### Register map, names as in the netlist, run 1

Scale bar: 20 µm. Other sequential cells in the stronger gray, the rest of the logic in the fainter gray.
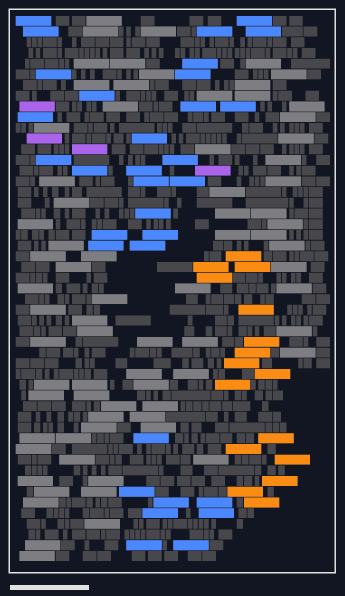
### Nets reached from selected ports, run 1

Scale bar: 20 µm.
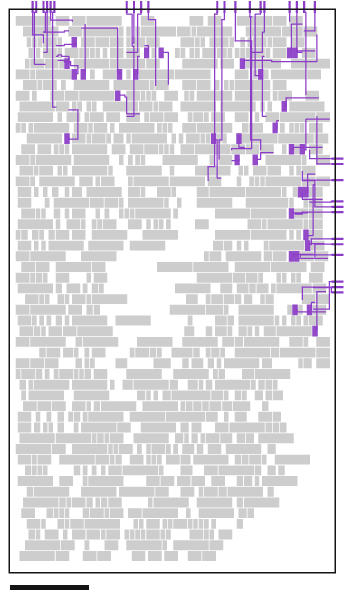
### Congestion heat map, run 1

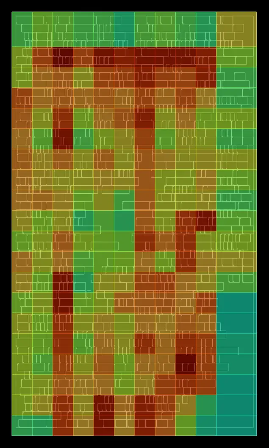
### Routed metal, one color a layer, run 1

Two of the layers only.
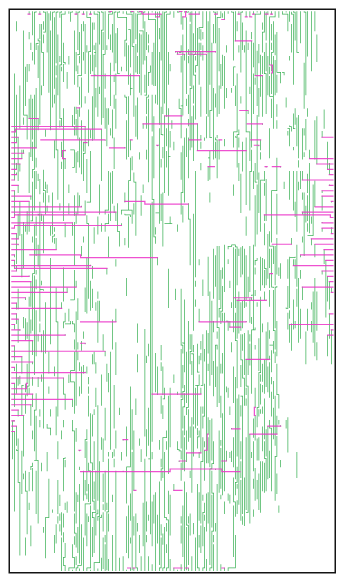
==> config.mk <==
export PLATFORM = sky130hd
export DESIGN_NAME = wb_req_master_flat
export DESIGN_NICKNAME = d
export VERILOG_FILES = /design/src/rtl/wb_req_master_if.sv /design/src/rtl/wb_req_master.sv /design/src/flat_wrapper.sv
export SDC_FILE = /design/constraint.sdc
export NUM_CORES = 1
export LEC_CHECK = 0
export CORE_ASPECT_RATIO = 1.75
export CORE_UTILIZATION = 46
export CTS_CLUSTER_SIZE = 16
export DETAILED_ROUTE_END_ITERATION = 8
export GPL_ROUTABILITY_DRIVEN = 0
export GPL_TIMING_DRIVEN = 0
export PLACE_DENSITY = 0.85
export RECOVER_POWER = 25
export SLEW_MARGIN = 25
export SYNTH_ARGS = -nofsm -noshare
export SYNTH_HDL_FRONTEND = slang
export SYNTH_SLANG_ARGS = --single-unit
==> constraint.sdc <==
create_clock -name clk_i -period 3.4 [get_ports clk_i]
set_input_delay 0.68 -clock clk_i [delete_from_list [all_inputs] [get_ports clk_i]]
set_output_delay 0.68 -clock clk_i [all_outputs]
set_load 0.02 [all_outputs]
==> flow_metrics.py, run 1 <==
# Synthesis and PnR figures
metrics = {
    "setup_path": {
        "cp.arrival_ps": 2200,
        "crit_path_cell_trace": "buf_2 -> xnor2_1 -> nor2_1 -> clkdlybuf4s50_1",
        "crit_slowest_cell": "clkdlybuf4s50_1",
        "start_kind": "flip-flop",
        "max_stage_delay_ps": 690,
        "worst-path-max-fanout": 10,
    },
    "detailed_routing": {
        "drt_pre_antenna_iters": 4,
        "drtAntennaViolNets": 0,
        "drc_errors": 0,
        "drt_iter0_markers": 194,
        "viasPerCell": 5.10,
    },
    "final_timing": {
        "final_hold_viol_count": 0,
        "timing.fmax_mhz": 347,
        "period_minus_slack_ps": 2880,
        "setup_tns_ps": 0,
        "holdWs_ps": 185,
        "rsz0062_at_grt": "no",
        "worst_slack_ps": 515,
        "fin_skew_ps": 6.88,
    },
    "yosys": {
        "top_area_cell": "dfrtp_1",
        "area_leaders": "dfrtp_1 60%, nand2_1 20%, o21ai_0 3.8%, clkbuf_1 1.5%, a2111oi_4 1.1%",
        "ys_seq_share_pct": 60.5,
        "ys_chip_area_mm2": 0.00521,
        "syn_avg_cell_area_um2": 9.05,
        "yosysWarnings": 0,
        "top_area_share_pct": 60.5,
    },
    "final_layout": {
        "design_area_mm2": 0.00813,
        "syn_to_final_growth_pct": 55.9,
    },
    "cts": {
        "ctsLongestPathBuffers": 2,
        "postCtsResizedCells": 0,
        "clock_sinks": 126,
        "h-tree-depth": 4,
        "insertion_delay_ps": 410,
    },
    "floorplan": {
        "rows": 51,
    },
    "job": {
        "warnings": 27,
    },
    "power_and_ir_drop": {
        "vdd.ir_drop.worst_uv": 598,
    },
    "placed_design": {
        "dpl.cell_count": 924,
    },
    "run_status": {
        "status": "completed",
    },
}
Notes on 'Register map, names as in the netlist' above:
Key: blue = u_core.wb.wb_dat_o [sequential cells 32]; orange = u_core.r_tmo [sequential cells 16]; purple = u_core.wb.wb_sel_o [sequential cells 4, where top left]
Another 74 sequential cells are not colored.
seq pwr: 2.45 mW
Reg area: 0.00315 mm²
post-layout util: 73.2%
register share of the cell area: 38.8%

Notes on 'Nets reached from selected ports' above:
Key: purple = req_adr_i [bits 32, direction input, edge 20 top, 12 right, end cells 32, buffers 32, wire 804 µm]
# port buffers: 215
io pins: 216

Notes on 'Congestion heat map' above:
routing usage on met3: 8.88%
Routed WL per cell: 16.0 µm
grt met1 use: 28.9%

Notes on 'Routed metal, one color a layer' above:
Key: magenta = metal 3 [wire length 869 µm]; green = metal 2 [wire length 8200 µm]
Total GRT Usage: 27.9%
wirelength, routed: 15300 µm
total number of vias: 4876

[run 1: area by class of cell]
class	instances	area [µm²]
fillers	795	2980
clock inverters	14	134
well taps	132	165
clock buffers	18	429
repair buffers	216	2180
plain buffers	31	125
flip-flops and latches	126	3150
inverters	4	15.0
multi-input cells	415	1920
[run 1: placed cells by master, fill, tap and decap left out, drive strengths merged, types with 3 or more instances in the layout]
cell type | Yosys | routed
a21oi | 10 | 10
a211oi | 3 | 3
nor2 | 13 | 13
clkinvlp | 0 | 5
nand4 | 6 | 6
or3 | 7 | 7
xor2 | 5 | 5
clkbuf | 21 | 39
o21ai | 40 | 40
ha | 3 | 3
xnor2 | 5 | 5
and2 | 7 | 7
a2111oi | 3 | 3
inv | 4 | 10
buf | 10 | 12
nor3 | 5 | 5
nand3 | 5 | 5
nand2 | 282 | 282
clkdlybuf4s50 | 0 | 214
dfrtp | 126 | 126
[run 1: cell families after synthesis]
group,after synthesis,synth area share (%)
compound gates,62,7.51
xor+xnor,10,1.68
fa+ha+maj,3,0.720
buf+inv,35,2.69
flops,126,60.5
mux,1,0.192
simple gates,339,26.7
[run 1: report_power, final]
part / internal [mW] / switching (mW) / leakage [nW]
combinational: 1.52 / 2.04 / 1.82
sequential: 2.10 / 0.349 / 1.63
clock: 1.02 / 0.700 / 0.261
total: 4.64 / 3.09 / 3.72
[run 1: routing by layer]
| metal | share of wire [%] | track usage, % | wire, µm |
|---|---|---|---|
| met1 | 36 | 28.9 | 5430 |
| met2 | 54 | 48.3 | 8200 |
| met3 | 5.7 | 8.88 | 869 |
| met4 | 5.0 | 15.7 | 771 |
| met5 | 0 | 0 | 0 |
[run 1: critical path: cells and delay by family, from the launching register on]
family	cells	cell delay, ps
flip-flops	1	370
buffers and inverters	2	870
AND/OR/NAND/NOR	1	330
XOR/XNOR	1	230
### Met1 routing, run 1

Scale bar: 20 µm. Supply wires on this layer in gray.
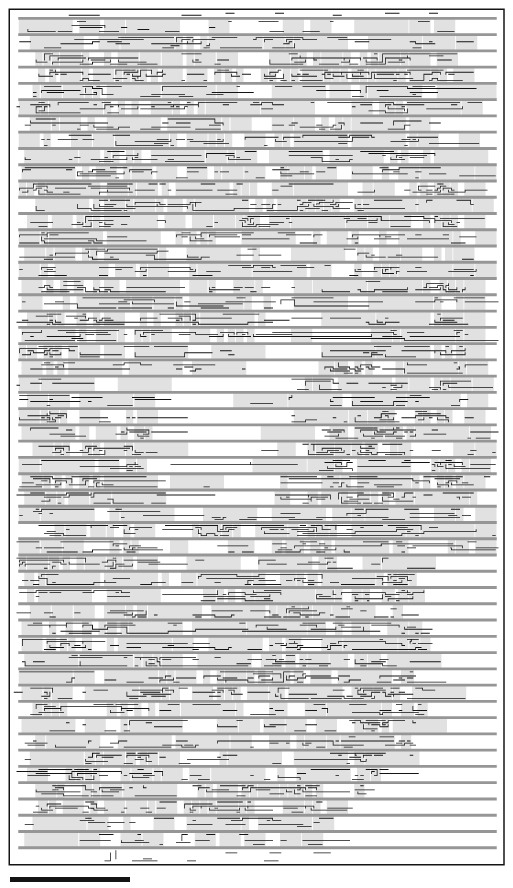

--- run 2 (diff from run 1) ---
--- a/config.mk
+++ b/config.mk
@@ -6,12 +6,12 @@
 export NUM_CORES = 1
 export LEC_CHECK = 0
 export CORE_ASPECT_RATIO = 1.75
-export CORE_UTILIZATION = 46
+export CORE_UTILIZATION = 39
 export CTS_CLUSTER_SIZE = 16
 export DETAILED_ROUTE_END_ITERATION = 8
 export GPL_ROUTABILITY_DRIVEN = 0
 export GPL_TIMING_DRIVEN = 0
-export PLACE_DENSITY = 0.85
+export PLACE_DENSITY = 0.77
 export RECOVER_POWER = 25
 export SLEW_MARGIN = 25
 export SYNTH_ARGS = -nofsm -noshare
==> constraint.sdc (replaced) <==
create_clock -name clk_i -period 2.5 [get_ports clk_i]
set_input_delay 0.5 -clock clk_i [delete_from_list [all_inputs] [get_ports clk_i]]
set_output_delay 0.5 -clock clk_i [all_outputs]
set_load 0.02 [all_outputs]
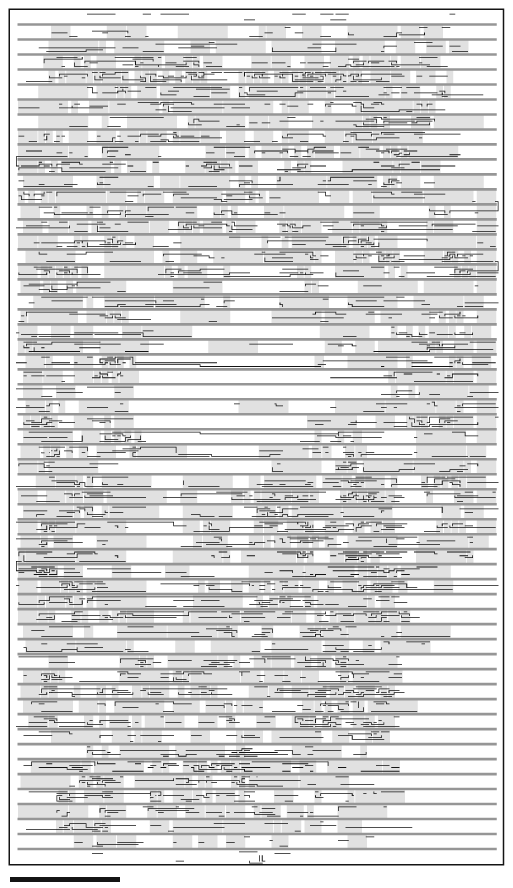
*Met1 routing, run 2*
Scale bar: 20 µm. Supply wires on this layer in gray.
The wires run mostly horizontal. The longest straight run is 52.9 µm. The layer holds 36% of the routed length. The layer carries 5650 µm of wire. 824 nets have wire on it.
grt met1 use: 24.0%
total number of vias: 4880
wirelength, routed: 15600 µm

==> run 2 against run 1 <==
Net effect: the run now ends with capacitance limit, slew limit left; global-route usage shrank 4.1 points; utilization down 9.2 points; final cell count increased by 4.5%; synthesized cell count did not move; flip-flop count is the same; combinational power rose by 35%; sequential power is 36% higher; critical path depth down 1; clock-buffer cell count rose by 2; routed wire length rose by 2.5%; register-to-register slack got worse by 460 ps.
==> flow_metrics.py, run 2 <==
# Synthesis and PnR figures
metrics = {
    "final_layout": {
        "finish.utilization_pct": 64.0,
        "fillers": 1023,
        "design_area_mm2": 0.00833,
        "final_cell_mix": "282 x nand2_1, 211 x clkdlybuf4s50_1, 125 x dfrtp_1, 40 x o21ai_0, 20 x clkbuf_1",
        "lay_top_count": "nand2_1",
        "syn_to_final_growth_pct": 59.7,
    },
    "power_and_ir_drop": {
        "switching_power_mw": 4.14,
        "cell_internal_pwr_mw": 6.77,
        "sw_frac_of_total_pct": 37.9,
    },
    "detailed_routing": {
        "wl_per_cell_um": 15.7,
        "drt_iter0_markers": 172,
        "viasPerCell": 4.88,
        "drtAntennaViolNets": 0,
        "drc_errors": 0,
        "drt_pre_antenna_iters": 6,
    },
    "setup_path": {
        "worst-path-max-fanout": 10,
        "path_delay_family": "buffers and inverters",
        "cp_num_buf_inv": 2,
        "cp.arrival_ps": 1950,
        "crit_slowest_cell": "clkdlybuf4s50_1",
        "crit_cells": 3,
        "start_kind": "flip-flop",
        "crit_path_cell_trace": "buf_2 -> and2_1 -> clkdlybuf4s50_1",
    },
    "yosys": {
        "synth-main-ff-cell": "dfrtp_1",
        "top_area_cell": "dfrtp_1",
        "syn_area_mm2": 0.00521,
        "ys_chip_area_mm2": 0.00521,
        "area_leaders": "dfrtp_1 60%, nand2_1 20%, o21ai_0 3.8%, clkbuf_1 1.5%, a2111oi_4 1.1%",
        "ys_seq_share_pct": 60.5,
        "syn_avg_cell_area_um2": 9.05,
        "ys_types": 38,
    },
    "final_timing": {
        "final_hold_viol_count": 0,
        "timing.fmax_mhz": 408,
        "holdWs_ps": 299,
        "setup_tns_ps": 0,
        "worst_slew_pin_slew_ps": 1780,
        "period_minus_slack_ps": 2450,
        "rsz0062_at_grt": "no",
        "fin_skew_ps": 6.13,
        "slew_viol_final": 82,
    },
    "cts": {
        "h-tree-depth": 4,
        "insertion_delay_ps": 410,
        "clock_sinks": 126,
        "ctsLongestPathBuffers": 2,
    },
    "job": {
        "max_cap_viol_count": 2,
        "warnings": 27,
    },
    "run_status": {
        "status": "complete, but fails checks",
        "violations": "capacitance limit, slew limit",
    },
    "placed_design": {
        "dpl.cell_count": 963,
    },
    "floorplan": {
        "die-height_um": 155,
        "rows": 55,
    },
    "global_routing": {
        "track_usage_pct": 23.9,
    },
}
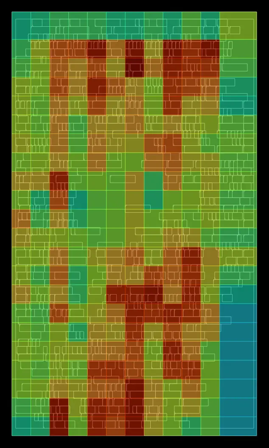
*Congestion heat map, run 2*
grt met2 use: 42.3%
routing usage on met3: 6.31%

run 2: cell counts after synthesis:
No cell type changed its count.
run 2: cell families after synthesis:
| group | count (synthesis) | share of synthesized area (%) |
|---|---|---|
| xor gates and xnor gates | 10 | 1.68 |
| AOI/OAI and AO/OA | 62 | 7.51 |
| muxes | 1 | 0.192 |
| buffers and inverters | 35 | 2.69 |
| DFF | 126 | 60.5 |
| adders and majority gates | 3 | 0.720 |
| and+or+nand+nor | 339 | 26.7 |
run 2: power groups by stage:
| stage | logic, mW | clock network (mW) | registers, mW |
|---|---|---|---|
| 2_1_floorplan | 1.57 | 0 | 4.22 |
| 3_3_place_gp | 4.70 | 0 | 3.31 |
| 3_5_place_dp | 4.84 | 0 | 3.35 |
| 4_1_cts | 4.86 | 2.82 | 3.33 |
| 5_1_grt | 5.23 | 2.92 | 3.43 |
| 6_report | 4.81 | 2.77 | 3.33 |
run 2: layout make-up:
type	count	area (µm²)	share of cell area [%]
Inverter	4	15.0	0.180
Clock buffer	20	467	5.61
Clock inverter	12	209	2.51
Tap cell	171	214	2.57
Buffer	30	124	1.49
Sequential cell	126	3150	37.9
Multi-Input combinational cell	415	1920	23.1
Timing Repair Buffer	221	2220	26.7
run 2: what timing repair did:
item / 4_1_cts / 5_1_grt
setup endpoints to repair: 4 / 27
hold buffers: 2 / 0
hold endpoints to repair: 8 / 0
setup buffers: 0 / 2
pin swaps: 0 / 1
gates cloned: 1 / 0
gates resized: 6 / 3
run 2: metal layers:
layer / vias to the layer above / track usage (%) / share of wire [%] / wire length (µm)
li1: 2325 / - / - / -
met1: 2289 / 24.0 / 36 / 5650
met2: 208 / 42.3 / 54 / 8450
met3: 58 / 6.31 / 4.8 / 748
met4: 0 / 14.8 / 5.1 / 798
met5: - / 0 / 0 / 0
Power figures rest on the tool's default switching activity, not on a simulated workload.
